==> images/final_placement.png <==
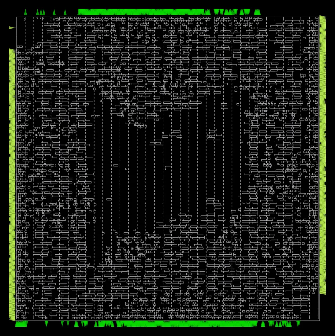
==> images/met1.png <==
(1 px per um) Supply wires on this layer in gray. Cells faint in the background.
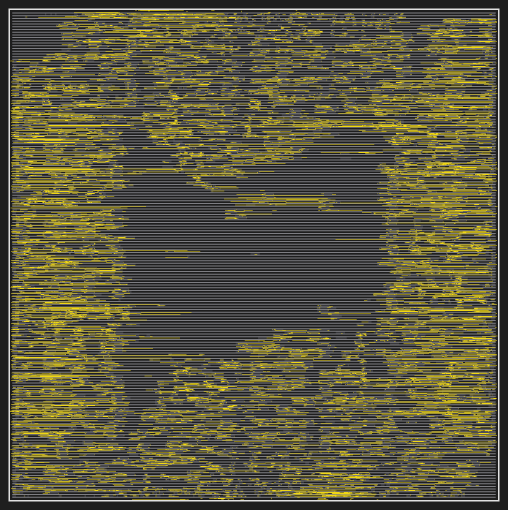
File: config.mk
export PLATFORM = sky130hd
export DESIGN_NAME = io_fifo_bank
export DESIGN_NICKNAME = d
export VERILOG_FILES = /design/src/rtl/io_fifo_bank.sv
export SDC_FILE = /design/constraint.sdc
export NUM_CORES = 1
export LEC_CHECK = 0
export CORE_AREA = 2 2 486 488
export DETAILED_ROUTE_END_ITERATION = 10
export DIE_AREA = 0 0 488 490
export GPL_ROUTABILITY_DRIVEN = 0
export PLACE_DENSITY_LB_ADDON = 0.08
export SYNTH_ARGS = -nofsm -noshare
export SYNTH_HDL_FRONTEND = slang
export SYNTH_SLANG_ARGS = --single-unit
File: constraint.sdc
create_clock -name clk -period 8.2 [get_ports clk]
set_input_delay 2.46 -clock clk [delete_from_list [all_inputs] [get_ports clk]]
set_output_delay 2.46 -clock clk [all_outputs]
set_load 0.02 [all_outputs]
File: src/rtl/io_fifo_bank.sv
// rtl/io_fifo_bank.sv - bank of per-channel bidirectional IO FIFOs with one-cycle direction flush
// Optional macro IO_FIFO_BANK_OVERFLOW_EN enables sticky per-channel outbound overflow flags.
module io_fifo_bank #(
  parameter int PORTS      = 16,
  parameter int DATA_WIDTH = 16,
  parameter int FIFO_DEPTH = 4,
  parameter int PTR_WIDTH  = 2
) (
  input  logic                              clk,
  input  logic                              rst,
  input  logic [PORTS-1:0]                  core_dir,
  input  logic [PORTS-1:0]                  core_out_valid,
  input  logic [PORTS*DATA_WIDTH-1:0]       core_out_data,
  output logic [PORTS-1:0]                  core_in_valid,
  output logic [PORTS*DATA_WIDTH-1:0]       core_in_data,
  input  logic [PORTS-1:0]                  core_in_ack,
  input  logic [PORTS-1:0]                  ext_in_valid,
  output logic [PORTS-1:0]                  ext_in_ready,
  input  logic [PORTS*DATA_WIDTH-1:0]       ext_in_data,
  output logic [PORTS-1:0]                  ext_out_valid,
  input  logic [PORTS-1:0]                  ext_out_ready,
  output logic [PORTS*DATA_WIDTH-1:0]       ext_out_data,
  output logic [PORTS*(PTR_WIDTH+1)-1:0]    level,
  output logic [PORTS-1:0]                  overflow,
  input  logic [PORTS-1:0]                  ovf_clear
);

  localparam logic [PTR_WIDTH:0] FULL_CNT = (PTR_WIDTH+1)'(FIFO_DEPTH);

`ifndef IO_FIFO_BANK_OVERFLOW_EN
  logic unused_ovf_clear;
  assign unused_ovf_clear = ^ovf_clear;
`endif

  for (genvar p = 0; p < PORTS; p++) begin : g_ch
    logic [DATA_WIDTH-1:0] mem [FIFO_DEPTH];
    logic [PTR_WIDTH-1:0]  rd_ptr;
    logic [PTR_WIDTH-1:0]  wr_ptr;
    logic [PTR_WIDTH:0]    count;
    logic                  dir_q;
    logic                  flush;
    logic                  full;
    logic                  empty;
    logic                  out_mode;
    logic                  in_mode;
    logic                  push;
    logic                  pop;
    logic [DATA_WIDTH-1:0] wdata;

    // Handshakes are only live when the channel is settled in one direction and not in reset.
    always_comb begin
      flush    = core_dir[p] != dir_q;
      full     = count == FULL_CNT;
      empty    = count == '0;
      out_mode = !rst && !flush && dir_q;
      in_mode  = !rst && !flush && !dir_q;
      push     = !full && ((out_mode && core_out_valid[p]) || (in_mode && ext_in_valid[p]));
      pop      = !empty && ((out_mode && ext_out_ready[p]) || (in_mode && core_in_ack[p]));
      wdata    = dir_q ? core_out_data[p*DATA_WIDTH +: DATA_WIDTH]
                       : ext_in_data[p*DATA_WIDTH +: DATA_WIDTH];
    end

    assign ext_out_valid[p] = out_mode && !empty;
    assign ext_in_ready[p]  = in_mode && !full;
    assign core_in_valid[p] = in_mode && !empty;
    assign ext_out_data[p*DATA_WIDTH +: DATA_WIDTH] = mem[rd_ptr];
    assign core_in_data[p*DATA_WIDTH +: DATA_WIDTH] = mem[rd_ptr];
    assign level[p*(PTR_WIDTH+1) +: (PTR_WIDTH+1)]  = count;

    always_ff @(posedge clk) begin
      if (push) mem[wr_ptr] <= wdata;
    end

    always_ff @(posedge clk) begin
      if (rst) begin
        rd_ptr <= '0;
        wr_ptr <= '0;
        count  <= '0;
        dir_q  <= 1'b1;
      end else if (flush) begin
        rd_ptr <= '0;
        wr_ptr <= '0;
        count  <= '0;
        dir_q  <= core_dir[p];
      end else begin
        if (push) wr_ptr <= wr_ptr + 1'b1;
        if (pop)  rd_ptr <= rd_ptr + 1'b1;
        case ({push, pop})
          2'b10:   count <= count + 1'b1;
          2'b01:   count <= count - 1'b1;
          default: count <= count;
        endcase
      end
    end

`ifdef IO_FIFO_BANK_OVERFLOW_EN
    logic drop;
    logic ovf_q;
    assign drop = out_mode && core_out_valid[p] && full;

    always_ff @(posedge clk) begin
      if (rst)               ovf_q <= 1'b0;
      else if (drop)         ovf_q <= 1'b1;
      else if (ovf_clear[p]) ovf_q <= 1'b0;
    end
    assign overflow[p] = ovf_q;
`else
    assign overflow[p] = 1'b0;
`endif
  end

endmodule

==> CHANGELOG.md <==
## Implementation

* Status: completed
* Via-to-Cell Ratio at 4.009
* Setup slack at placement at 0.9199 ns
* Number of iterations in the first detailed-routing pass at 5
* Final worst slack at 1.045 ns
* Number of warnings in the stage logs at 90
* Final-report max-slew violation count at 0
* Final number of hold-violating endpoints at 0
* Worst Skew at 0.03377 ns
* Core region area at 0.2341 sq mm
* Clock sink count at 1184
* Number of nets in the final layout at 4649
* DIE HEIGHT at 490 um
* Element type at the critical path start: primary input
* Post-route minimum period at 7.155 ns
* Number of buffers on the longest clock path at 3
* Slew margin rel. at 31.10%
* Crit path max fanout at 8
* Total I/O pin count at 1234
* Number of distinct library cells after synthesis at 37
* Required time of the worst setup path at 5.74 ns
* Total track usage at 14.17%
* Number of nets with antenna violations after routing at 0
* Number of I/O port buffers at 1201
* Cell area power density at 202.0 mW/mm^2
* Number of synthesized flops with an enable pin at 1024
* Clock Tree Root: sky130_fd_sc_hd__clkbuf_16
* Share of the cycle needed by the critical path after routing at 87.25%
* Clock transition at path regs at 0.06 ns
* Max VDD drop at 0.0001353 V
* H-tree depth reported by CTS at 4
* Type of the most critical hold path: flip-flop to flip-flop
* Combinational gate area at 0.01442 sq mm
* Cells along the critical path: clkdlybuf4s50_1 > xnor2_1 > nand2_1 > nor2_1 > clkdlybuf4s50_1
* Worst Max-Slew Pin Slew at 1.033 ns
* Setup violation total in the final timing report at 0
* Post-DP HPWL at 129900 um
* Type of destination of the critical path: primary output
* Total cell area reported by yosys after synthesis at 0.05151 sq mm
* Post-Route Setup TNS at 0 ns
* Area enclosed by the die boundary at 0.2391 sq mm
* Fp util at 22.01%
* RSZ-0062 raised after global routing: false
* Leakage power at 22.76 nW
* Register area share after synthesis at 65.91%
* Total CTS buffers at 143
* Async set or reset register ratio after synthesis at 0%
* Via count of the first global-routing pass at 30810
* Cell family with most CP delay: buffers and inverters
* Area of the mapped netlist at 0.05151 sq mm
* Total cells reported by yosys after synthesis at 2937
* Average detailed-routed wire length per instance at 23.98 um
* Arrival time reported for the critical path endpoint at 4.69 ns
* Proportion of layout cells with a drive suffix above 1 at 20.65%
* Top library cells by usage in the layout, fill and taps aside: sky130_fd_sc_hd__clkdlybuf4s50_1, sky130_fd_sc_hd__edfxtp_1, sky130_fd_sc_hd__mux4_2, sky130_fd_sc_hd__mux2_2, sky130_fd_sc_hd__dfxtp_1
* Maximum number of pins on one net before global-route repair at 36
* Most frequent standard cell in the layout excluding fill and tap cells: sky130_fd_sc_hd__clkdlybuf4s50_1
* Area Growth Syn to Fin at 35.46%
* Violation count after the first detailed-route iteration at 1577
* Number of max-cap violations at 0
* Most used flip-flop cell: sky130_fd_sc_hd__edfxtp_1
* Count of instances resized after the clock tree is built at 0
* Number of antenna violations at the first check in global routing at 16
* Yosys reg bits at 1184
* CTS Hold Buffers Added at 0
* Critical path's most frequent cell: sky130_fd_sc_hd__clkdlybuf4s50_1
* TritonCTS clock tree: yes
* Critical Path Max Stage Delay at 0.75 ns
* Mapped Avg Cell Area at 17.54 sq um
* Global-route wire length before repair at 240400 um
* Slowest stage cell on the critical path: sky130_fd_sc_hd__clkdlybuf4s50_1
* Count of synthesis-stage warnings from yosys at 0
* Buffers plus inverters on the worst setup path at 2
* DRC at 0
* Critical path class: primary input to primary output
* Setup Buffers After CTS at 0
* Aggregate global routing overflow at 0
* Clk Latency, worst-skew pair at 0.78 ns
* Horizontal die size at 488 um
* Achievable frequency at 139.8 MHz
## Picture notes: final_placement.png
final-layout fill cell count: 23190
sequential share of cell area: 48.66%
Well Taps: 3150
sequential cell count of the final layout: 1184
standard-cell row count: 178

## Picture notes: met1.png
The layer holds 42% of the routed length. The wires run mostly horizontal. The longest straight run is 125 um. The layer carries 72.1 mm of wire.
global routing met1 resource utilization: 17.35%
DRT Wirelength: 173200 um
vias post-DR: 28950

[cells by family after synthesis]
| logic type | count (synthesis) | synth area share, % |
|---|---|---|
| other | 1 | 0.007280 |
| buffers and inverters | 523 | 6.208 |
| xor gates and xnor gates | 48 | 0.8161 |
| and+or+nand+nor | 381 | 4.063 |
| AOI/OAI and AO/OA | 109 | 2.030 |
| muxes | 595 | 18.40 |
| DFF | 1184 | 65.91 |
| adders and majority gates | 96 | 2.565 |
[cells in the mapped netlist (19+ instances only)]
cell / number / share of area [%]
sky130_fd_sc_hd__a21oi_1: 29 / 0.28
sky130_fd_sc_hd__mux4_2: 256 / 11
sky130_fd_sc_hd__xor2_1: 29 / 0.49
sky130_fd_sc_hd__buf_4: 274 / 4.0
sky130_fd_sc_hd__clkbuf_1: 43 / 0.31
sky130_fd_sc_hd__edfxtp_1: 1024 / 60
sky130_fd_sc_hd__and2_1: 61 / 0.74
sky130_fd_sc_hd__inv_1: 104 / 0.76
sky130_fd_sc_hd__dfxtp_1: 160 / 6.2
sky130_fd_sc_hd__nand2_1: 32 / 0.23
sky130_fd_sc_hd__nor2_1: 77 / 0.56
sky130_fd_sc_hd__mux2_2: 256 / 5.6
sky130_fd_sc_hd__mux2i_1: 83 / 1.6
sky130_fd_sc_hd__buf_2: 69 / 0.67
sky130_fd_sc_hd__or3_1: 32 / 0.39
sky130_fd_sc_hd__xnor2_1: 19 / 0.32
sky130_fd_sc_hd__ha_1: 80 / 1.9
sky130_fd_sc_hd__nand3_1: 80 / 0.78
[sequential cells by signal (all words and copies together) (netlist names), named ones only]
name	count
g_ch.wr_ptr	32
g_ch.rd_ptr	32
g_ch.mem	1024
g_ch.count	48
g_ch.dir_q	16
[cell type report]
class,count,share of cell area [%]
well taps,3150,5.648
flip-flops and latches,1184,48.66
clock buffers,182,5.556
repair buffers,1249,17.79
diodes,12,0.04303
inverters,120,0.6491
multi-input cells,1245,20.66
clock inverters,79,0.9861
[path summary, 6_finish.rpt]
path,start,endpoint,slack [ns],cells after the start
max,core_dir[9],ext_out_valid[9],1.05,5
min,g_ch[9].rd_ptr[1],flip-flop,0.44,1
max reg2reg,g_ch[13].dir_q,g_ch[13].count[2],5.27,9
min reg2reg,g_ch[9].rd_ptr[1],flip-flop,0.44,1
[per-stage QoR]
step / power, mW / hold slack, ns / cell area [sq um] / util [%] / cells
2_1_floorplan: 7.451 / 0.4264 / 51570 / - / 2952
3_3_place_gp: 8.144 / 0.4376 / 65190 / 27.85 / 6948
3_5_place_dp: 8.146 / 0.4434 / 65190 / 27.85 / 6948
4_1_cts: 14.37 / 0.4502 / 69750 / 29.80 / 7209
5_1_grt: 14.69 / 0.4732 / 69770 / 29.81 / 7217
6_report: 14.10 / 0.4447 / 69780 / 29.81 / 7221
[report_power, final]
group,internal (mW),switching (mW)
Combinational,0.625,0.652
Clock,3.53,2.57
Sequential,6.68,0.0400
Total,10.8,3.26
[metal layers]
metal | track usage, % | wire length (um) | vias up
met5 | 0 | 14 | -
met4 | 4.091 | 3885 | 4
met3 | 3.475 | 9718 | 188
met2 | 24.50 | 87510 | 949
met1 | 17.35 | 72050 | 14690
li1 | - | - | 13120
Power is estimated from default activity; no workload was simulated.
